--- src/rtl/ctrl_pkg.sv ---
// ctrl_pkg: shared types and constants for the multicycle sequencer.
//   state_t  - FSM state encoding (also exported on the debug state port)
//   iclass_t - instruction class produced by ctrl_decode
//   OP_*     - recognised opcode values (instruction[31:26])
//   ALU_*    - alu_op encodings driven to the ALU control
package ctrl_pkg;

  typedef enum logic [2:0] {
    FETCH  = 3'd0,
    DECODE = 3'd1,
    EXEC   = 3'd2,
    MEM    = 3'd3,
    WB     = 3'd4,
    TRAP   = 3'd5
  } state_t;

  typedef enum logic [2:0] {
    IC_R    = 3'd0,
    IC_LW   = 3'd1,
    IC_SW   = 3'd2,
    IC_BEQ  = 3'd3,
    IC_ADDI = 3'd4,
    IC_ILL  = 3'd5
  } iclass_t;

  localparam logic [5:0] OP_RTYPE = 6'b000000;
  localparam logic [5:0] OP_LW    = 6'b100011;
  localparam logic [5:0] OP_SW    = 6'b101011;
  localparam logic [5:0] OP_BEQ   = 6'b000100;
  localparam logic [5:0] OP_ADDI  = 6'b001000;

  localparam logic [1:0] ALU_ADD   = 2'b00;
  localparam logic [1:0] ALU_SUB   = 2'b01;
  localparam logic [1:0] ALU_FUNCT = 2'b10;

endpackage

--- src/rtl/ctrl_decode.sv ---
// ctrl_decode: combinational opcode classifier.
//   op_i     [5:0] latched opcode (op_q of the sequencer)
//   iclass_o       instruction class; IC_ILL for anything unrecognised
module ctrl_decode
  import ctrl_pkg::*;
(
  input  logic [5:0] op_i,
  output iclass_t    iclass_o
);

  always_comb begin
    case (op_i)
      OP_RTYPE: iclass_o = IC_R;
      OP_LW:    iclass_o = IC_LW;
      OP_SW:    iclass_o = IC_SW;
      OP_BEQ:   iclass_o = IC_BEQ;
      OP_ADDI:  iclass_o = IC_ADDI;
      default:  iclass_o = IC_ILL;
    endcase
  end

endmodule

--- src/rtl/multicycle_ctrl.sv ---
// multicycle_ctrl: opcode-driven multicycle sequencer for the single-issue
// datapath. Walks each instruction through FETCH/DECODE/EXEC/MEM/WB as
// needed, stalls in MEM until mem_ready, and drives all datapath strobes.
//   clk, nreset      clock; synchronous active-low reset
//   run              allow a new fetch (sampled only in FETCH)
//   opcode [5:0]     instruction[31:26], latched into op_q in FETCH
//   zero             ALU zero flag, used by BEQ in EXEC
//   mem_ready        data memory completes access (only looked at in MEM)
//   ir_load .. reg_write  datapath control strobes
//   trap             sticky illegal-opcode flag
//   state [2:0]      current FSM state, for debug
//   retired [CNT_W]  instructions completed since reset (wraps)
module multicycle_ctrl
  import ctrl_pkg::*;
#(
  parameter int CNT_W = 32
) (
  input  logic             clk,
  input  logic             nreset,
  input  logic             run,
  input  logic [5:0]       opcode,
  input  logic             zero,
  input  logic             mem_ready,
  output logic             ir_load,
  output logic             pc_write,
  output logic             pc_src,
  output logic             reg_dst,
  output logic             alu_src,
  output logic [1:0]       alu_op,
  output logic             mem_read,
  output logic             mem_write,
  output logic             mem_to_reg,
  output logic             reg_write,
  output logic             trap,
  output logic [2:0]       state,
  output logic [CNT_W-1:0] retired
);

  state_t           state_q, state_d;
  logic [5:0]       op_q, op_d;
  logic             trap_q, trap_d;
  logic [CNT_W-1:0] retired_q, retired_d;
  logic             retire;
  iclass_t          iclass;

  ctrl_decode u_decode (
    .op_i     (op_q),
    .iclass_o (iclass)
  );

  // Next-state logic and retire-event detection.
  always_comb begin
    state_d = state_q;
    op_d    = op_q;
    trap_d  = trap_q;
    retire  = 1'b0;
    case (state_q)
      FETCH: begin
        if (run) begin
          op_d    = opcode;
          state_d = DECODE;
        end
      end
      DECODE: begin
        if (iclass == IC_ILL) begin
          state_d = TRAP;
          trap_d  = 1'b1;
        end else begin
          state_d = EXEC;
        end
      end
      EXEC: begin
        case (iclass)
          IC_R, IC_ADDI: state_d = WB;
          IC_LW, IC_SW:  state_d = MEM;
          IC_BEQ: begin
            state_d = FETCH;
            retire  = 1'b1;
          end
          default: begin
            state_d = TRAP;
            trap_d  = 1'b1;
          end
        endcase
      end
      MEM: begin
        if (mem_ready) begin
          if (iclass == IC_LW) begin
            state_d = WB;
          end else begin
            state_d = FETCH;
            retire  = 1'b1;
          end
        end
      end
      WB: begin
        state_d = FETCH;
        retire  = 1'b1;
      end
      TRAP:    state_d = TRAP;
      default: state_d = FETCH;
    endcase
  end

  assign retired_d = retire ? retired_q + CNT_W'(1) : retired_q;

  always_ff @(posedge clk) begin
    if (!nreset) begin
      state_q   <= FETCH;
      op_q      <= '0;
      trap_q    <= 1'b0;
      retired_q <= '0;
    end else begin
      state_q   <= state_d;
      op_q      <= op_d;
      trap_q    <= trap_d;
      retired_q <= retired_d;
    end
  end

  // Strobe decode from state_q/op_q; run and zero are the only raw inputs
  // that reach a strobe. Reset gates everything so an abandoned MEM access
  // cannot write while nreset is held.
  always_comb begin
    ir_load    = 1'b0;
    pc_write   = 1'b0;
    pc_src     = 1'b0;
    reg_dst    = 1'b0;
    alu_src    = 1'b0;
    alu_op     = ALU_ADD;
    mem_read   = 1'b0;
    mem_write  = 1'b0;
    mem_to_reg = 1'b0;
    reg_write  = 1'b0;
    if (nreset) begin
      case (state_q)
        FETCH: begin
          ir_load  = run;
          pc_write = run;
        end
        EXEC: begin
          case (iclass)
            IC_R: alu_op = ALU_FUNCT;
            IC_LW, IC_SW, IC_ADDI: alu_src = 1'b1;
            IC_BEQ: begin
              alu_op   = ALU_SUB;
              pc_write = zero;
              pc_src   = 1'b1;
            end
            default: ;
          endcase
        end
        MEM: begin
          mem_read  = (iclass == IC_LW);
          mem_write = (iclass == IC_SW);
        end
        WB: begin
          reg_write  = 1'b1;
          reg_dst    = (iclass == IC_R);
          mem_to_reg = (iclass == IC_LW);
        end
        default: ;
      endcase
    end
  end

  assign trap    = trap_q;
  assign state   = state_q;
  assign retired = retired_q;

endmodule
--- config.mk ---
export PLATFORM = sky130hd
export DESIGN_NAME = multicycle_ctrl
export DESIGN_NICKNAME = d
export VERILOG_FILES = /design/src/rtl/ctrl_pkg.sv /design/src/rtl/ctrl_decode.sv /design/src/rtl/multicycle_ctrl.sv
export SDC_FILE = /design/constraint.sdc
export NUM_CORES = 1
export LEC_CHECK = 0
export ABC_CLOCK_PERIOD_IN_PS = 5200
export CAP_MARGIN = 15
export CELL_PAD_IN_SITES_DETAIL_PLACEMENT = 1
export CELL_PAD_IN_SITES_GLOBAL_PLACEMENT = 1
export CORE_AREA = 2 2 81 83
export CTS_CLUSTER_SIZE = 28
export DETAILED_ROUTE_END_ITERATION = 6
export DIE_AREA = 0 0 83 85
export PLACE_DENSITY = 0.85
export SETUP_SLACK_MARGIN = 0.05
export SYNTH_ARGS = -nofsm -noshare
export SYNTH_HDL_FRONTEND = slang
export SYNTH_SLANG_ARGS = --single-unit
--- constraint.sdc ---
create_clock -name clk -period 5.2 [get_ports clk]
set_input_delay 1.04 -clock clk [delete_from_list [all_inputs] [get_ports clk]]
set_output_delay 1.04 -clock clk [all_outputs]
set_load 0.005 [all_outputs]
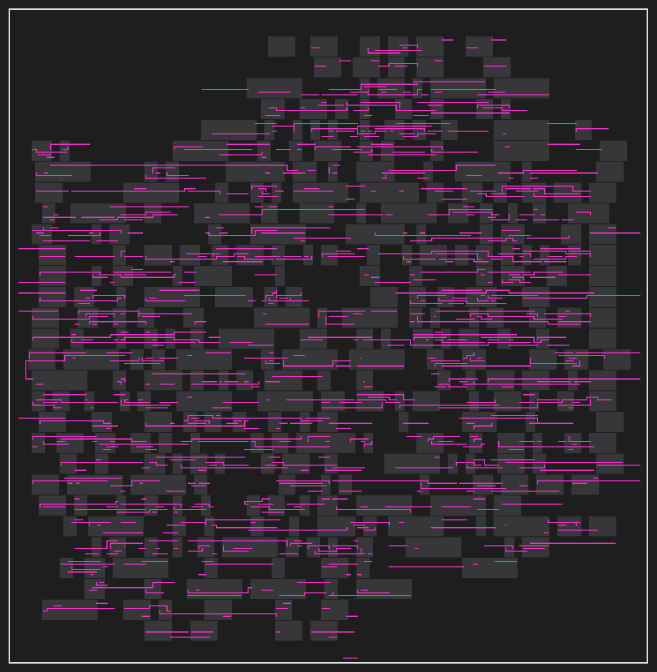
(images/m1.png)
The layer carries 2810 µm of wire. The wires run mostly horizontal.
total wire length after detailed routing: 6450 µm
Via Count: 2315
met1 demand-to-capacity share in global routing: 22.0%

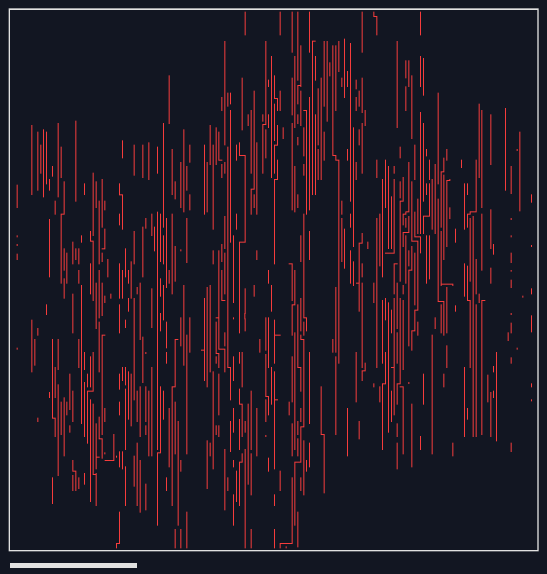
(images/m2.png)
Bar = 20 µm.
The longest straight run is 37.4 µm. The layer holds 51% of the routed length. The wires run mostly vertical. 317 nets have wire on it.
met2 Usage GRT: 33.4%

-- worst register-to-register path, stage by stage (launching register included) --
cell and delay, ns:
sky130_fd_sc_hd__dfxtp_1 0.63, sky130_fd_sc_hd__and4b_1 0.29, sky130_fd_sc_hd__o31a_2 0.25, sky130_fd_sc_hd__a22oi_4 0.21
sky130_fd_sc_hd__or4_1 0.56, sky130_fd_sc_hd__a21oi_1 0.15
-- layer usage --
layer | vias up | global-route usage, % | share of wire (%)
met4 | 0 | 7.00 | 1.4
met3 | 9 | 3.89 | 4.5
met5 | - | 0 | 0
met2 | 57 | 33.4 | 51
li1 | 1130 | - | -
met1 | 1119 | 22.0 | 43
-- final cells by class --
class                   count  area (µm²)  area share (%)
multi-input cells         212        1300            43.9
inverters                  12        45.0            1.52
clock buffers               7        86.3            2.92
flip-flops and latches     42         841            28.4
well taps                  77        96.3            3.26
clock inverters             1        5.00           0.169
repair buffers             59         586            19.8
-- placed cells by master, fill, tap and decap left out, drive strengths merged, types with 5 or more instances in the layout --
| cell | synthesis | routed |
|---|---|---|
| mux2i | 10 | 10 |
| nor2 | 22 | 22 |
| inv | 12 | 12 |
| o31ai | 10 | 10 |
| clkbuf | 9 | 7 |
| clkdlybuf4s50 | 0 | 57 |
| or4 | 9 | 9 |
| o21ai | 17 | 17 |
| nand2b | 7 | 7 |
| nor4 | 5 | 5 |
| nand2 | 29 | 29 |
| a21oi | 29 | 29 |
| or3 | 18 | 18 |
| nor3 | 10 | 10 |
| dfxtp | 42 | 42 |
| nand3 | 14 | 14 |
-- final timing paths --
| check | startpoint | endpoint | slack (ns) | depth (start not counted) |
|---|---|---|---|---|
| setup reg to reg | state[1] | retired[29] | 3.03 | 5 |
| setup / recovery | nreset | pc_write | 1.09 | 6 |
| hold reg to reg | trap | trap | 0.48 | 1 |
| hold / removal | trap | trap | 0.48 | 1 |
-- kinds of logic (layout without fill, tap and decap cells) --
group	Yosys count	count (layout)
and+or+nand+nor	128	128
AOI/OAI and AO/OA	71	71
DFF	42	42
buffers and inverters	27	79
muxes	10	10
xor gates and xnor gates	2	2
adders and majority gates	1	1
-- per-stage QoR --
step	instance area, µm²	power, mW	util, %
finish	2960	0.673	47.7
global route	2960	0.705	47.7
CTS	2960	0.684	47.7
detailed placement	2870	0.465	46.2
global placement	2870	0.461	46.2
floorplan	2260	0.422	-
-- Yosys cell counts (9+ instances only) --
library cell               number
sky130_fd_sc_hd__nor2_1        22
sky130_fd_sc_hd__a21oi_1       29
sky130_fd_sc_hd__inv_1         12
sky130_fd_sc_hd__dfxtp_1       42
sky130_fd_sc_hd__nand3_1       14
sky130_fd_sc_hd__clkbuf_1       9
sky130_fd_sc_hd__mux2i_1       10
sky130_fd_sc_hd__nor3_1        10
sky130_fd_sc_hd__o21ai_0       17
sky130_fd_sc_hd__or4_1          9
sky130_fd_sc_hd__or3_1         18
sky130_fd_sc_hd__o31ai_1       10
sky130_fd_sc_hd__nand2_1       29
-- flip-flops by register name, summed over array words and instances, names as in the netlist --
register / count
op_q: 6
state: 3
trap: 1
retired: 32
==> deck_impl_summary.md <==
Implementation Results

Yosys
  – Mux cell area share after synthesis: 4.43%
  – Post-synthesis share of cell area spent on full adders, half adders and majority gates: 0.554%
  – Register share after synthesis: 37.2%
  – Share of flip-flops with an asynchronous set or reset after synthesis: 0%
  – Netlist area before placement: 2260 µm²
  – Yosys top cell by area: sky130_fd_sc_hd__dfxtp_1
  – Count of library flops with an enable pin: 0
  – Floorplan Nets: 293
  – Count of cell types in the netlist: 43

Worst setup path
  – CP required: 4.16 ns

Route
  – Detailed-route vias per instance: 5.65
  – Drc violations: 0

Run status
  – Run status: completed

Layout
  – Syn-to-layout area delta: 30.9%

Die
  – Horizontal die dimension: 83 µm

Final timing
  – Hold Violations, Final: 0

Clock tree
  – Cell at the root of the clock tree: sky130_fd_sc_hd__clkbuf_8
  – Worst-skew pair later-pin latency: 0.29 ns
  – CTS Hold Buffers Added: 0

Run
  – Max-cap violations: 0

Global routing
  – Number of antenna violations at the first check in global routing: 0

Pwr
  – Portion of total power attributed to combinational logic: 15.5%
  – Sw power: 182 µW
  – Largest vdd supply drop: 203 µV

Placed design
  – Pre-CTS setup slack: 1.10 ns
  – Final GP Congestion: 0.823
Power is estimated from default activity; no workload was simulated.
